$ cat config.mk
export PLATFORM = sky130hd
export DESIGN_NAME = life_grid_engine
export DESIGN_NICKNAME = d
export VERILOG_FILES = /design/src/rtl/life_grid_engine.sv
export SDC_FILE = /design/constraint.sdc
export NUM_CORES = 2
export LEC_CHECK = 0
export ABC_AREA = 0
export CAP_MARGIN = 5
export CORE_MARGIN = 2
export CORE_UTILIZATION = 55
export DETAILED_ROUTE_END_ITERATION = 6
export HOLD_SLACK_MARGIN = 0.12
export PLACE_DENSITY_LB_ADDON = 0.2
export RECOVER_POWER = 25
export SETUP_SLACK_MARGIN = 0.1
export SLEW_MARGIN = 20
export SYNTH_ARGS = -nofsm -noshare
export SYNTH_HDL_FRONTEND = slang
export SYNTH_SLANG_ARGS = --single-unit
$ cat constraint.sdc
create_clock -name clk_in -period 58.9 [get_ports clk_in]
set_input_delay 5.89 -clock clk_in [delete_from_list [all_inputs] [get_ports clk_in]]
set_output_delay 5.89 -clock clk_in [all_outputs]
set_load 0.1 [all_outputs]
$ cat src/rtl/life_grid_engine.sv
// 12x12 Game-of-Life grid owner and pixiv colour writer (rule B3/S23).
// Generations are scanned one cell per cycle into a shadow buffer and committed in one cycle.
module life_grid_engine #(
  parameter int ROWS     = 12,
  parameter int COLS     = 12,
  parameter int TICK_DIV = 50_000_000,
  parameter int WRAP     = 1
) (
  input  logic        clk_in,
  input  logic        reset_btn,
  input  logic        run,
  input  logic        step,
  input  logic        edit_we,
  input  logic [3:0]  edit_row,
  input  logic [3:0]  edit_col,
  input  logic        edit_val,
  input  logic        show_cursor,
  output logic [1:0]  pixiv [ROWS][COLS],
  output logic        busy,
  output logic [15:0] generation
);

  localparam int N  = ROWS * COLS;
  localparam int IW = $clog2(N);
  localparam int TW = (TICK_DIV > 1) ? $clog2(TICK_DIV) : 1;
  localparam logic [TW-1:0] TICK_LAST = TW'(TICK_DIV - 1);
  localparam logic [3:0]    LAST_R    = 4'(ROWS - 1);
  localparam logic [3:0]    LAST_C    = 4'(COLS - 1);
  localparam logic [IW-1:0] LAST_IDX  = IW'(N - 1);

  typedef enum logic [1:0] {S_IDLE, S_SCAN, S_COMMIT} state_t;

  state_t          r_state;
  logic [N-1:0]    r_cur;
  logic [N-1:0]    r_nxt;
  logic [3:0]      r_row;
  logic [3:0]      r_col;
  logic [IW-1:0]   r_idx;
  logic [TW-1:0]   r_tick;
  logic            r_pending;
  logic            r_busy;
  logic [15:0]     r_gen;
  logic [2*N-1:0]  r_pix;

  logic            w_edit_ok;
  logic [IW-1:0]   w_edit_idx;
  logic            w_tick_hit;
  logic            w_trigger;
  logic            w_cursor_ok;
  logic [3:0]      w_nr [3];
  logic [3:0]      w_nc [3];
  logic [2:0]      w_nr_ok;
  logic [2:0]      w_nc_ok;
  logic [8:0]      w_hit;
  logic [3:0]      w_ncount;
  logic            w_new_cell;
  logic [2*N-1:0]  w_pix;

  assign w_edit_ok   = edit_we && ({1'b0, edit_row} < 5'(ROWS)) && ({1'b0, edit_col} < 5'(COLS));
  assign w_edit_idx  = IW'(edit_row) * IW'(COLS) + IW'(edit_col);
  assign w_tick_hit  = run && (r_tick == TICK_LAST);
  assign w_trigger   = step || w_tick_hit || r_pending;
  assign w_cursor_ok = show_cursor && ({1'b0, edit_row} < 5'(ROWS)) && ({1'b0, edit_col} < 5'(COLS));

  // Neighbour coordinates; with WRAP=0 an off-grid neighbour is flagged invalid and counts as dead.
  assign w_nr[0]    = (r_row == 4'd0) ? LAST_R : r_row - 4'd1;
  assign w_nr[1]    = r_row;
  assign w_nr[2]    = (r_row == LAST_R) ? 4'd0 : r_row + 4'd1;
  assign w_nc[0]    = (r_col == 4'd0) ? LAST_C : r_col - 4'd1;
  assign w_nc[1]    = r_col;
  assign w_nc[2]    = (r_col == LAST_C) ? 4'd0 : r_col + 4'd1;
  assign w_nr_ok[0] = (r_row != 4'd0) || (WRAP != 0);
  assign w_nr_ok[1] = 1'b1;
  assign w_nr_ok[2] = (r_row != LAST_R) || (WRAP != 0);
  assign w_nc_ok[0] = (r_col != 4'd0) || (WRAP != 0);
  assign w_nc_ok[1] = 1'b1;
  assign w_nc_ok[2] = (r_col != LAST_C) || (WRAP != 0);

  for (genvar gi = 0; gi < 3; gi++) begin : g_nrow
    for (genvar gj = 0; gj < 3; gj++) begin : g_ncol
      if (gi == 1 && gj == 1) begin : g_self
        assign w_hit[gi*3+gj] = 1'b0;
      end else begin : g_nb
        assign w_hit[gi*3+gj] = w_nr_ok[gi] && w_nc_ok[gj] &&
                                r_cur[IW'(w_nr[gi]) * IW'(COLS) + IW'(w_nc[gj])];
      end
    end
  end

  assign w_ncount   = 4'($countones(w_hit));
  assign w_new_cell = (w_ncount == 4'd3) || (r_cur[r_idx] && (w_ncount == 4'd2));

  always_ff @(posedge clk_in or posedge reset_btn) begin
    if (reset_btn) begin
      r_state   <= S_IDLE;
      r_cur     <= '0;
      r_nxt     <= '0;
      r_row     <= '0;
      r_col     <= '0;
      r_idx     <= '0;
      r_tick    <= '0;
      r_pending <= 1'b0;
      r_busy    <= 1'b0;
      r_gen     <= '0;
    end else begin
      case (r_state)
        S_IDLE: begin
          if (run) r_tick <= w_tick_hit ? '0 : r_tick + 1'b1;
          if (w_edit_ok) r_cur[w_edit_idx] <= edit_val;
          // An edit coinciding with a trigger wins this cycle; the trigger fires next cycle.
          if (w_trigger) begin
            if (w_edit_ok) begin
              r_pending <= 1'b1;
            end else begin
              r_pending <= 1'b0;
              r_state   <= S_SCAN;
              r_busy    <= 1'b1;
              r_row     <= '0;
              r_col     <= '0;
              r_idx     <= '0;
            end
          end
        end
        S_SCAN: begin
          r_nxt[r_idx] <= w_new_cell;
          r_idx        <= r_idx + 1'b1;
          if (r_col == LAST_C) begin
            r_col <= '0;
            r_row <= r_row + 4'd1;
          end else begin
            r_col <= r_col + 4'd1;
          end
          if (r_idx == LAST_IDX) r_state <= S_COMMIT;
        end
        S_COMMIT: begin
          r_cur   <= r_nxt;
          r_gen   <= r_gen + 16'd1;
          r_state <= S_IDLE;
          r_busy  <= 1'b0;
        end
        default: begin
          r_state <= S_IDLE;
          r_busy  <= 1'b0;
        end
      endcase
    end
  end

  for (genvar gr = 0; gr < ROWS; gr++) begin : g_prow
    for (genvar gc = 0; gc < COLS; gc++) begin : g_pcol
      localparam int K = gr * COLS + gc;
      logic w_here;
      assign w_here = w_cursor_ok && (edit_row == 4'(gr)) && (edit_col == 4'(gc));
      assign w_pix[2*K +: 2] = w_here ? (r_cur[K] ? 2'b10 : 2'b01) : {2{r_cur[K]}};
      assign pixiv[gr][gc]   = r_pix[2*K +: 2];
    end
  end

  always_ff @(posedge clk_in or posedge reset_btn) begin
    if (reset_btn) r_pix <= '0;
    else           r_pix <= w_pix;
  end

  assign busy       = r_busy;
  assign generation = r_gen;

endmodule

Figure 1. The metal 1 layer.
Scale bar: 100 µm. Supply wires on this layer in grey.
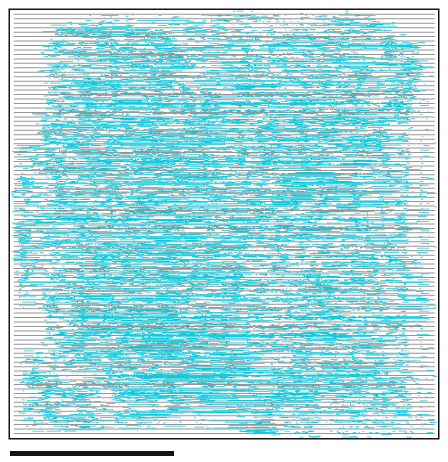
main direction: horizontal
nets with wire on the layer: 3428
share of all routed wire: 37%
wire length on this layer: 50.6 mm
total length of routed wires: 138 mm
met1 usage: 54.2%
via count: 30900

==> CHANGELOG.md <==
## Implementation

* HP Class: reg -> reg
* Log Warnings at 54
* Post-Place Cells at 4412
* Syn Area/Cell at 10.6 µm²
* Failing checks: max-capacitance violations, max-slew violations
* # setup viols final at 0
* Status: complete, but fails checks
* Crit path launch type: input pin
* Syn nets at 3510
* Mapped Area at 36300 µm²
* Max-cap violations at 4
* Post-Synth Adder-Cell Area at 2.90%
* Tcrit/Tclk final at 23.4%
* Critical Path, Cell by Cell: dlygate4sd3_1, clkinvlp_2, clkbuf_1, buf_4, buf_4
* Ports at 320
* Max-slew violations at 317
* Final Non-Filler Cells at 4538
* Worst Setup Path Type: in -> async
Figure 2. Signal wires on met2.
Cells faint in the background.
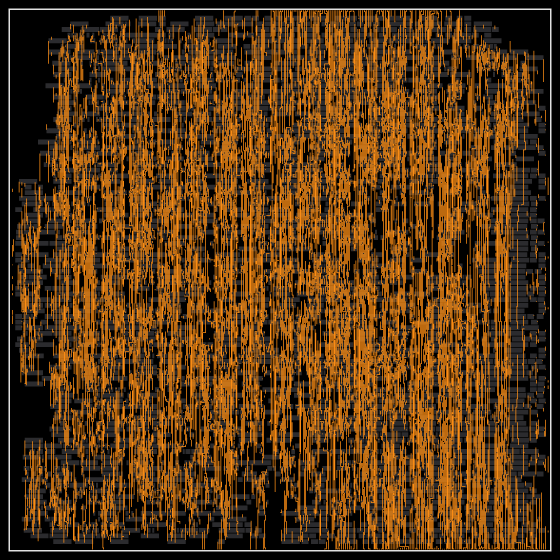
longest straight run: 110 µm
share of all routed wire: 45%
wire length on this layer: 61.5 mm
main direction: vertical
M2 GR Usage: 60.9%

==> final timing paths <==
kind | start | to | slack [ns]
worst max register to register | r_col[1] | r_nxt[72] | 49.13
max in group clk_in | r_col[1] | r_nxt[72] | 49.13
worst min register to register | r_nxt[66] | r_nxt[66] | 0.48
worst min-delay path | r_nxt[66] | r_nxt[66] | 0.48
min in group asynchronous | reset_btn | r_pix[264] | 7.41
worst max-delay path | reset_btn | r_idx[0] | 45.15
==> registers in the layout (all words and copies together) (netlist names) <==
signal / cells
r_pix: 288
generation: 16
busy: 1
r_nxt: 144
r_idx: 8
r_pending: 1
r_cur: 144
r_col: 4
r_state: 2
r_row: 4
r_tick: 26
==> stage by stage <==
step	setup WS, ns	area (µm²)
floorplan	35.14	36300
global placement	48.96	40100
detailed placement	48.85	40100
CTS	49.27	42600
global route	43.75	42500
finish	45.15	42500
==> synthesized netlist by cell type, drive strengths merged, types with 9 or more instances <==
cell type / number / share of area, %
o21ai: 241 / 3.3
mux4: 241 / 15
a21boi: 13 / 0.27
xor2: 178 / 4.3
fa: 17 / 0.94
nand2b: 13 / 0.22
ha: 57 / 2.0
nor2b: 27 / 0.46
a211oi: 9 / 0.19
or2: 21 / 0.36
a21oi: 50 / 0.69
nand2: 458 / 4.7
dfrtp: 638 / 44
clkbuf: 171 / 1.8
mux2: 11 / 0.34
xnor2: 56 / 1.3
nand3: 160 / 2.2
a31oi: 79 / 1.4
and3: 34 / 0.59
o31a: 27 / 0.65
nor2: 319 / 3.3
nand4: 52 / 0.90
inv: 47 / 0.49
a22o: 9 / 0.22
nor3: 60 / 0.83
and2: 13 / 0.23
mux2i: 117 / 3.2
o31ai: 30 / 0.62
o22a: 14 / 0.34
a22oi: 19 / 0.39
nor4: 15 / 0.33
buf: 107 / 1.6
o311ai: 18 / 0.43
==> layout make-up <==
type	count	area (µm²)
inverter	47	178
multi-input combinational	2458	19100
clock buffer	95	2020
timing repair buffer	406	3790
fill	5119	23100
clock inverter	26	403
antenna	4	10.0
tap	864	1080
sequential	638	16000
==> placed cells by master (no fill, tap or decap), types with 11 or more instances in the layout <==
master,instances
mux2_2,11
buf_4,66
nand2_1,458
o311ai_0,12
mux4_2,241
dfrtp_1,635
o31ai_1,30
clkdlybuf4s50_1,316
a22oi_1,19
xor2_1,178
ha_1,56
fa_1,16
a21boi_0,13
o22a_1,14
a31oi_1,79
o21ai_0,203
o21ai_1,38
nand4_1,52
mux2i_1,117
a21oi_1,50
nor3_1,57
clkbuf_16,72
clkbuf_1,29
nand3_1,160
xnor2_1,56
or2_2,18
nor4_1,12
nand2b_1,13
inv_1,45
and3_1,34
nor2b_1,26
o31a_1,27
nor2_1,313
clkbuf_8,13
==> worst max-delay path, delay by kind of cell <==
kind | cells | cell delay (ns)
buf+inv | 5 | 8.26
==> metal layers <==
metal / global-route usage [%] / share of wire, % / routed length (µm) / vias to the layer above
li1: - / - / - / 12700
met1: 54.2 / 37 / 50600 / 15300
met2: 60.9 / 45 / 61500 / 2370
met3: 10.6 / 13 / 17300 / 501
met4: 21.5 / 6.3 / 8730 / 0
met5: 0.278 / 0 / 0 / -
